==> src/rtl/cnn_pkg.sv <==
`default_nettype none
// ============================================================================
//  Module   : cnn_pkg
//  Purpose  : Shared constants, FSM state type and flat-bus slice helper for
//             the 4x4 cellular-network settle monitor.
//  Revision : 1.0 - initial release
// ============================================================================
package cnn_pkg;

  localparam int WIDTH   = 9;
  localparam int YW      = 2 * WIDTH;   // cell output width, signed
  localparam int FRAC    = 8;           // fractional bits, 1.0 = 1 << FRAC
  localparam int N_CELLS = 16;          // fixed 4x4 array
  localparam int ONE     = 256;         // 1.0 in cell output units

  typedef enum logic [1:0] {
    ST_IDLE  = 2'd0,
    ST_PRIME = 2'd1,
    ST_TRACK = 2'd2,
    ST_HOLD  = 2'd3
  } state_t;

  // Extract cell idx (0-based) from a flat cell bus; cell 0 sits in the LSBs.
  function automatic logic signed [YW-1:0] cell_slice(
    input logic [N_CELLS*YW-1:0] flat,
    input int                    idx
  );
    return flat[idx*YW +: YW];
  endfunction

endpackage
`default_nettype wire

==> src/rtl/cnn_cell_stable.sv <==
`default_nettype none
// ============================================================================
//  Module   : cnn_cell_stable
//  Purpose  : Per-cell stability test (|Y - prev| <= TOL) and sign threshold.
//             Optional macro CNN_SAT_CHECK_EN additionally requires |Y| >= 1.0
//             before a cell may count as stable.
//  Revision : 1.0 - initial release
// ============================================================================
module cnn_cell_stable
  import cnn_pkg::*;
#(
  parameter int TOL = 2
) (
  input  logic signed [YW-1:0] y,
  input  logic signed [YW-1:0] prev,
  output logic                 stable,
  output logic                 nonneg
);

  logic signed [YW:0] w_diff;
  logic        [YW:0] w_mag;
  logic               w_diff_ok;

  // One extra bit so the difference of two extreme samples never wraps.
  assign w_diff    = {y[YW-1], y} - {prev[YW-1], prev};
  assign w_mag     = w_diff[YW] ? $unsigned(-w_diff) : $unsigned(w_diff);
  assign w_diff_ok = (w_mag <= (YW+1)'(TOL));

  // Zero and positive values map to 1, anything negative to 0.
  assign nonneg = ~y[YW-1];

`ifdef CNN_SAT_CHECK_EN
  localparam logic signed [YW-1:0] c_pos_one = ONE[YW-1:0];
  localparam logic signed [YW-1:0] c_neg_one = -c_pos_one;

  logic w_sat;

  // Only cells that have left the linear region may be considered settled.
  assign w_sat  = (y >= c_pos_one) || (y <= c_neg_one);
  assign stable = w_diff_ok && w_sat;
`else
  assign stable = w_diff_ok;
`endif

endmodule
`default_nettype wire

==> src/rtl/cnn_settle_monitor.sv <==
`default_nettype none
// ============================================================================
//  Module   : cnn_settle_monitor
//  Purpose  : Tracks the 4x4 cellular-network trajectory after a start pulse,
//             declares convergence after STABLE_CYCLES all-stable samples or
//             aborts at MAX_ITER, then offers the thresholded 16-bit image on
//             a valid/ready handshake.
//             Optional macro CNN_SAT_CHECK_EN (in cnn_cell_stable) restricts
//             stability to saturated cells.
//  Revision : 1.0 - initial release
// ============================================================================
module cnn_settle_monitor
  import cnn_pkg::*;
#(
  parameter int YW            = cnn_pkg::YW,
  parameter int N_CELLS       = cnn_pkg::N_CELLS,
  parameter int TOL           = 2,
  parameter int STABLE_CYCLES = 8,
  parameter int MAX_ITER      = 1023,
  parameter int ITW           = 16
) (
  input  logic                  clk,
  input  logic                  rst_n,
  input  logic                  start,
  input  logic [N_CELLS*YW-1:0] y_flat,
  output logic                  busy,
  output logic [N_CELLS-1:0]    mask,
  output logic                  mask_valid,
  input  logic                  mask_ready,
  output logic                  converged,
  output logic [ITW-1:0]        iter_count
);

  localparam int SCW = $clog2(STABLE_CYCLES + 1);

  state_t                  r_state;
  logic [N_CELLS*YW-1:0]   r_prev;
  logic [SCW-1:0]          r_stable_cnt;

  logic [N_CELLS-1:0]      w_stable;
  logic [N_CELLS-1:0]      w_nonneg;
  logic                    w_all_stable;
  logic [SCW-1:0]          w_cnt_inc;
  logic [ITW-1:0]          w_iter_next;
  logic                    w_converge;
  logic                    w_limit;

  genvar gi;
  generate
    for (gi = 0; gi < N_CELLS; gi++) begin : g_cells
      cnn_cell_stable #(
        .TOL (TOL)
      ) u_cell (
        .y      (cell_slice(y_flat, gi)),
        .prev   (cell_slice(r_prev, gi)),
        .stable (w_stable[gi]),
        .nonneg (w_nonneg[gi])
      );
    end
  endgenerate

  assign w_all_stable = &w_stable;
  assign w_cnt_inc    = r_stable_cnt + 1'b1;
  assign w_iter_next  = (&iter_count) ? iter_count : iter_count + 1'b1;
  assign w_converge   = w_all_stable && (w_cnt_inc == SCW'(STABLE_CYCLES));
  // Counts the sample being taken this cycle, so the final count equals MAX_ITER.
  assign w_limit      = (w_iter_next == ITW'(MAX_ITER));

  // Run control FSM with registered outputs; convergence takes priority over abort.
  always_ff @(posedge clk or negedge rst_n) begin
    if (!rst_n) begin
      r_state      <= ST_IDLE;
      r_prev       <= '0;
      r_stable_cnt <= '0;
      busy         <= 1'b0;
      mask         <= '0;
      mask_valid   <= 1'b0;
      converged    <= 1'b0;
      iter_count   <= '0;
    end else begin
      case (r_state)
        ST_IDLE: begin
          if (start) begin
            iter_count   <= '0;
            r_stable_cnt <= '0;
            converged    <= 1'b0;
            r_state      <= ST_PRIME;
          end
        end
        ST_PRIME: begin
          r_prev     <= y_flat;
          iter_count <= ITW'(1);
          busy       <= 1'b1;
          r_state    <= ST_TRACK;
        end
        ST_TRACK: begin
          r_prev       <= y_flat;
          iter_count   <= w_iter_next;
          r_stable_cnt <= w_all_stable ? w_cnt_inc : '0;
          if (w_converge) begin
            mask       <= w_nonneg;
            converged  <= 1'b1;
            mask_valid <= 1'b1;
            r_state    <= ST_HOLD;
          end else if (w_limit) begin
            mask       <= w_nonneg;
            converged  <= 1'b0;
            mask_valid <= 1'b1;
            r_state    <= ST_HOLD;
          end
        end
        ST_HOLD: begin
          if (mask_ready) begin
            mask_valid <= 1'b0;
            busy       <= 1'b0;
            r_state    <= ST_IDLE;
          end
        end
        default: r_state <= ST_IDLE;
      endcase
    end
  end

endmodule
`default_nettype wire

==> config.mk <==
export PLATFORM = sky130hd
export DESIGN_NAME = cnn_settle_monitor
export DESIGN_NICKNAME = d
export VERILOG_FILES = /design/src/rtl/cnn_pkg.sv /design/src/rtl/cnn_cell_stable.sv /design/src/rtl/cnn_settle_monitor.sv
export SDC_FILE = /design/constraint.sdc
export NUM_CORES = 2
export LEC_CHECK = 0
export CELL_PAD_IN_SITES_DETAIL_PLACEMENT = 1
export CELL_PAD_IN_SITES_GLOBAL_PLACEMENT = 1
export CORE_MARGIN = 5
export CORE_UTILIZATION = 45
export CTS_CLUSTER_DIAMETER = 200
export DETAILED_ROUTE_END_ITERATION = 8
export GPL_TIMING_DRIVEN = 0
export HOLD_SLACK_MARGIN = 0.02
export PLACE_DENSITY_LB_ADDON = 0.15
export SYNTH_ARGS = -nofsm -noshare
export SYNTH_HDL_FRONTEND = slang
export SYNTH_SLANG_ARGS = --single-unit
==> constraint.sdc <==
create_clock -name clk -period 6.74 [get_ports clk]
set_clock_uncertainty 0.1 [all_clocks]
set_input_delay 2.022 -clock clk [delete_from_list [all_inputs] [get_ports clk]]
set_output_delay 2.022 -clock clk [all_outputs]
set_load 0.02 [all_outputs]
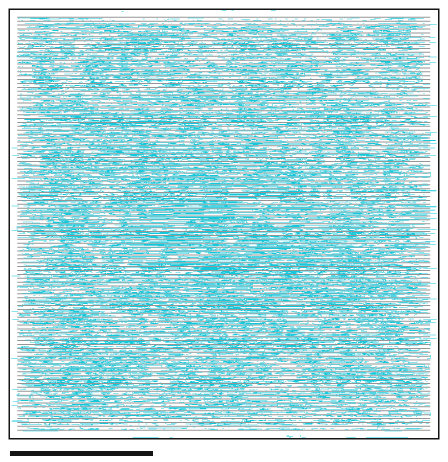
(images/m1.png)
Scale bar: 100 µm. Supply wires on this layer in gray.
The wires run mostly horizontal. The layer holds 40% of the routed length. 5887 nets have wire on it. The longest straight run is 94.8 µm. The layer carries 73.9 mm of wire.

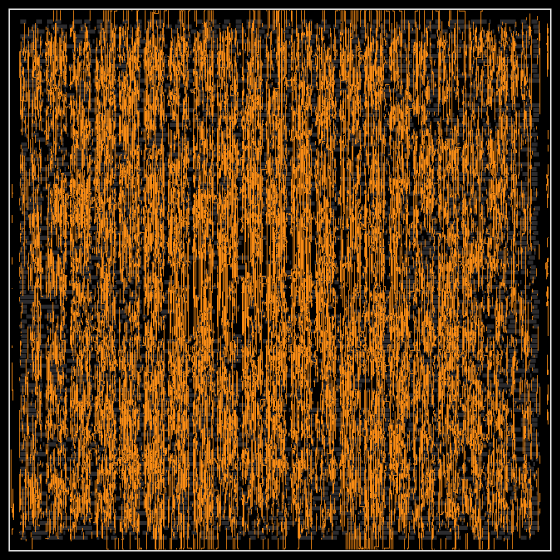
(images/m2.png)
5783 nets have wire on it. The layer holds 45% of the routed length.

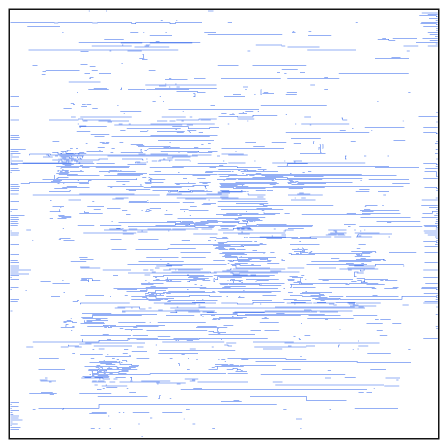
(images/m3.png)
The wires run mostly horizontal. The layer holds 8.4% of the routed length. 866 nets have wire on it. The layer carries 15600 µm of wire.

==> impl_results.html <==
<h2>Implementation results</h2>
<table>
<tr><th>Metric</th><th>Value</th></tr>
<tr><th colspan="2">Outcome</th></tr>
<tr><td>Result of the run</td><td>finished, violations left</td></tr>
<tr><td>Violated checks</td><td>capacitance limit, slew limit, setup timing</td></tr>
<tr><th colspan="2">Hold path</th></tr>
<tr><td>Startpoint of the lowest-slack hold path</td><td>mask[7]$_DFFE_PN0P_</td></tr>
<tr><th colspan="2">STA</th></tr>
<tr><td>Final-report max-slew violation count</td><td>33</td></tr>
<tr><td>Final Worst Setup Slack</td><td>-0.493 ns</td></tr>
<tr><td>Worst slack on hold paths</td><td>0.420 ns</td></tr>
<tr><td>Final setup violation count</td><td>23</td></tr>
<tr><td>RSZ-0062 raised after global routing</td><td>yes</td></tr>
<tr><td>Actual slew at the worst max-slew pin</td><td>1.62 ns</td></tr>
<tr><th colspan="2">Worst setup path</th></tr>
<tr><td>CP max-delay cell</td><td>sky130_fd_sc_hd__clkdlybuf4s50_1</td></tr>
<tr><td>Worst Path Buf+Inv</td><td>5</td></tr>
<tr><td>Worst reg-to-reg setup slack</td><td>0.60 ns</td></tr>
<tr><td>Series of cell instances along the critical path</td><td>clkdlybuf4s50_1 -&gt; ha_4 -&gt; or2_2 -&gt; a41o_4 -&gt; a22oi_2 -&gt; a41o_1 -&gt; buf_8 -&gt; o21ai_2 -&gt; a2111oi_4 -&gt; nand4_1 -&gt; nor4_4 -&gt; nand4_1 -&gt; buf_6 -&gt; or4_4 -&gt; or4_4 -&gt; o22a_1 -&gt; buf_12 -&gt; buf_16 -&gt; mux2i_1</td></tr>
<tr><th colspan="2">Synth</th></tr>
<tr><td>Aoi/oai-family share of the synthesized area</td><td>28.3%</td></tr>
<tr><td>Dominant register cell in the synthesized netlist</td><td>sky130_fd_sc_hd__dfrtp_1</td></tr>
<tr><td>YS chip area</td><td>37500 µm²</td></tr>
<tr><td>Flop and latch count out of synthesis</td><td>329</td></tr>
<tr><td>Post-synth top cells</td><td>sky130_fd_sc_hd__nand2_1, sky130_fd_sc_hd__o21ai_0, sky130_fd_sc_hd__inv_1</td></tr>
<tr><td>EDFF count, synth</td><td>0</td></tr>
<tr><th colspan="2">Layout</th></tr>
<tr><td>Number of nets in the layout</td><td>6146</td></tr>
<tr><td>Cell kind with the greatest summed area</td><td>combinational gates</td></tr>
<tr><td>Seq area share</td><td>16.4%</td></tr>
<tr><td>Clkbuf count</td><td>71</td></tr>
<tr><td>Fraction of standard cell area in multi-input logic</td><td>63.2%</td></tr>
<tr><td>Non-CTS buffers</td><td>690</td></tr>
<tr><td>Largest registers in the final layout</td><td>r_prev (288), iter_count (16), mask (16)</td></tr>
<tr><th colspan="2">Drt</th></tr>
<tr><td>Uppermost signal routing layer after detailed routing</td><td>met5</td></tr>
<tr><td>Via density per instance</td><td>6.62</td></tr>
<tr><td>Initial DRT Pass Iterations</td><td>5</td></tr>
<tr><td>Met2 routed WL</td><td>83100 µm</td></tr>
<tr><td>Average wire per cell in the routed design</td><td>27.8 µm</td></tr>
<tr><th colspan="2">Job</th></tr>
<tr><td>Maxcap violations</td><td>3</td></tr>
<tr><th colspan="2">GRT</th></tr>
<tr><td>Met2 track demand over resource</td><td>61.6%</td></tr>
<tr><td>Overall global routing resource usage</td><td>38.1%</td></tr>
<tr><td>Via count of the first global-routing pass</td><td>43800</td></tr>
<tr><td>GR Overflow Total</td><td>0</td></tr>
<tr><td>Pin count of the biggest net entering global routing</td><td>105</td></tr>
<tr><th colspan="2">Placement</th></tr>
<tr><td>Hpwl dp</td><td>136000 µm</td></tr>
<tr><td>I/O Buffers</td><td>326</td></tr>
<tr><th colspan="2">Clock network</th></tr>
<tr><td>Number of H-tree branching levels</td><td>2</td></tr>
<tr><td>Cts bufs inserted</td><td>46</td></tr>
<tr><td>Clock latency on the worst-skew pair</td><td>0.61 ns</td></tr>
</table>
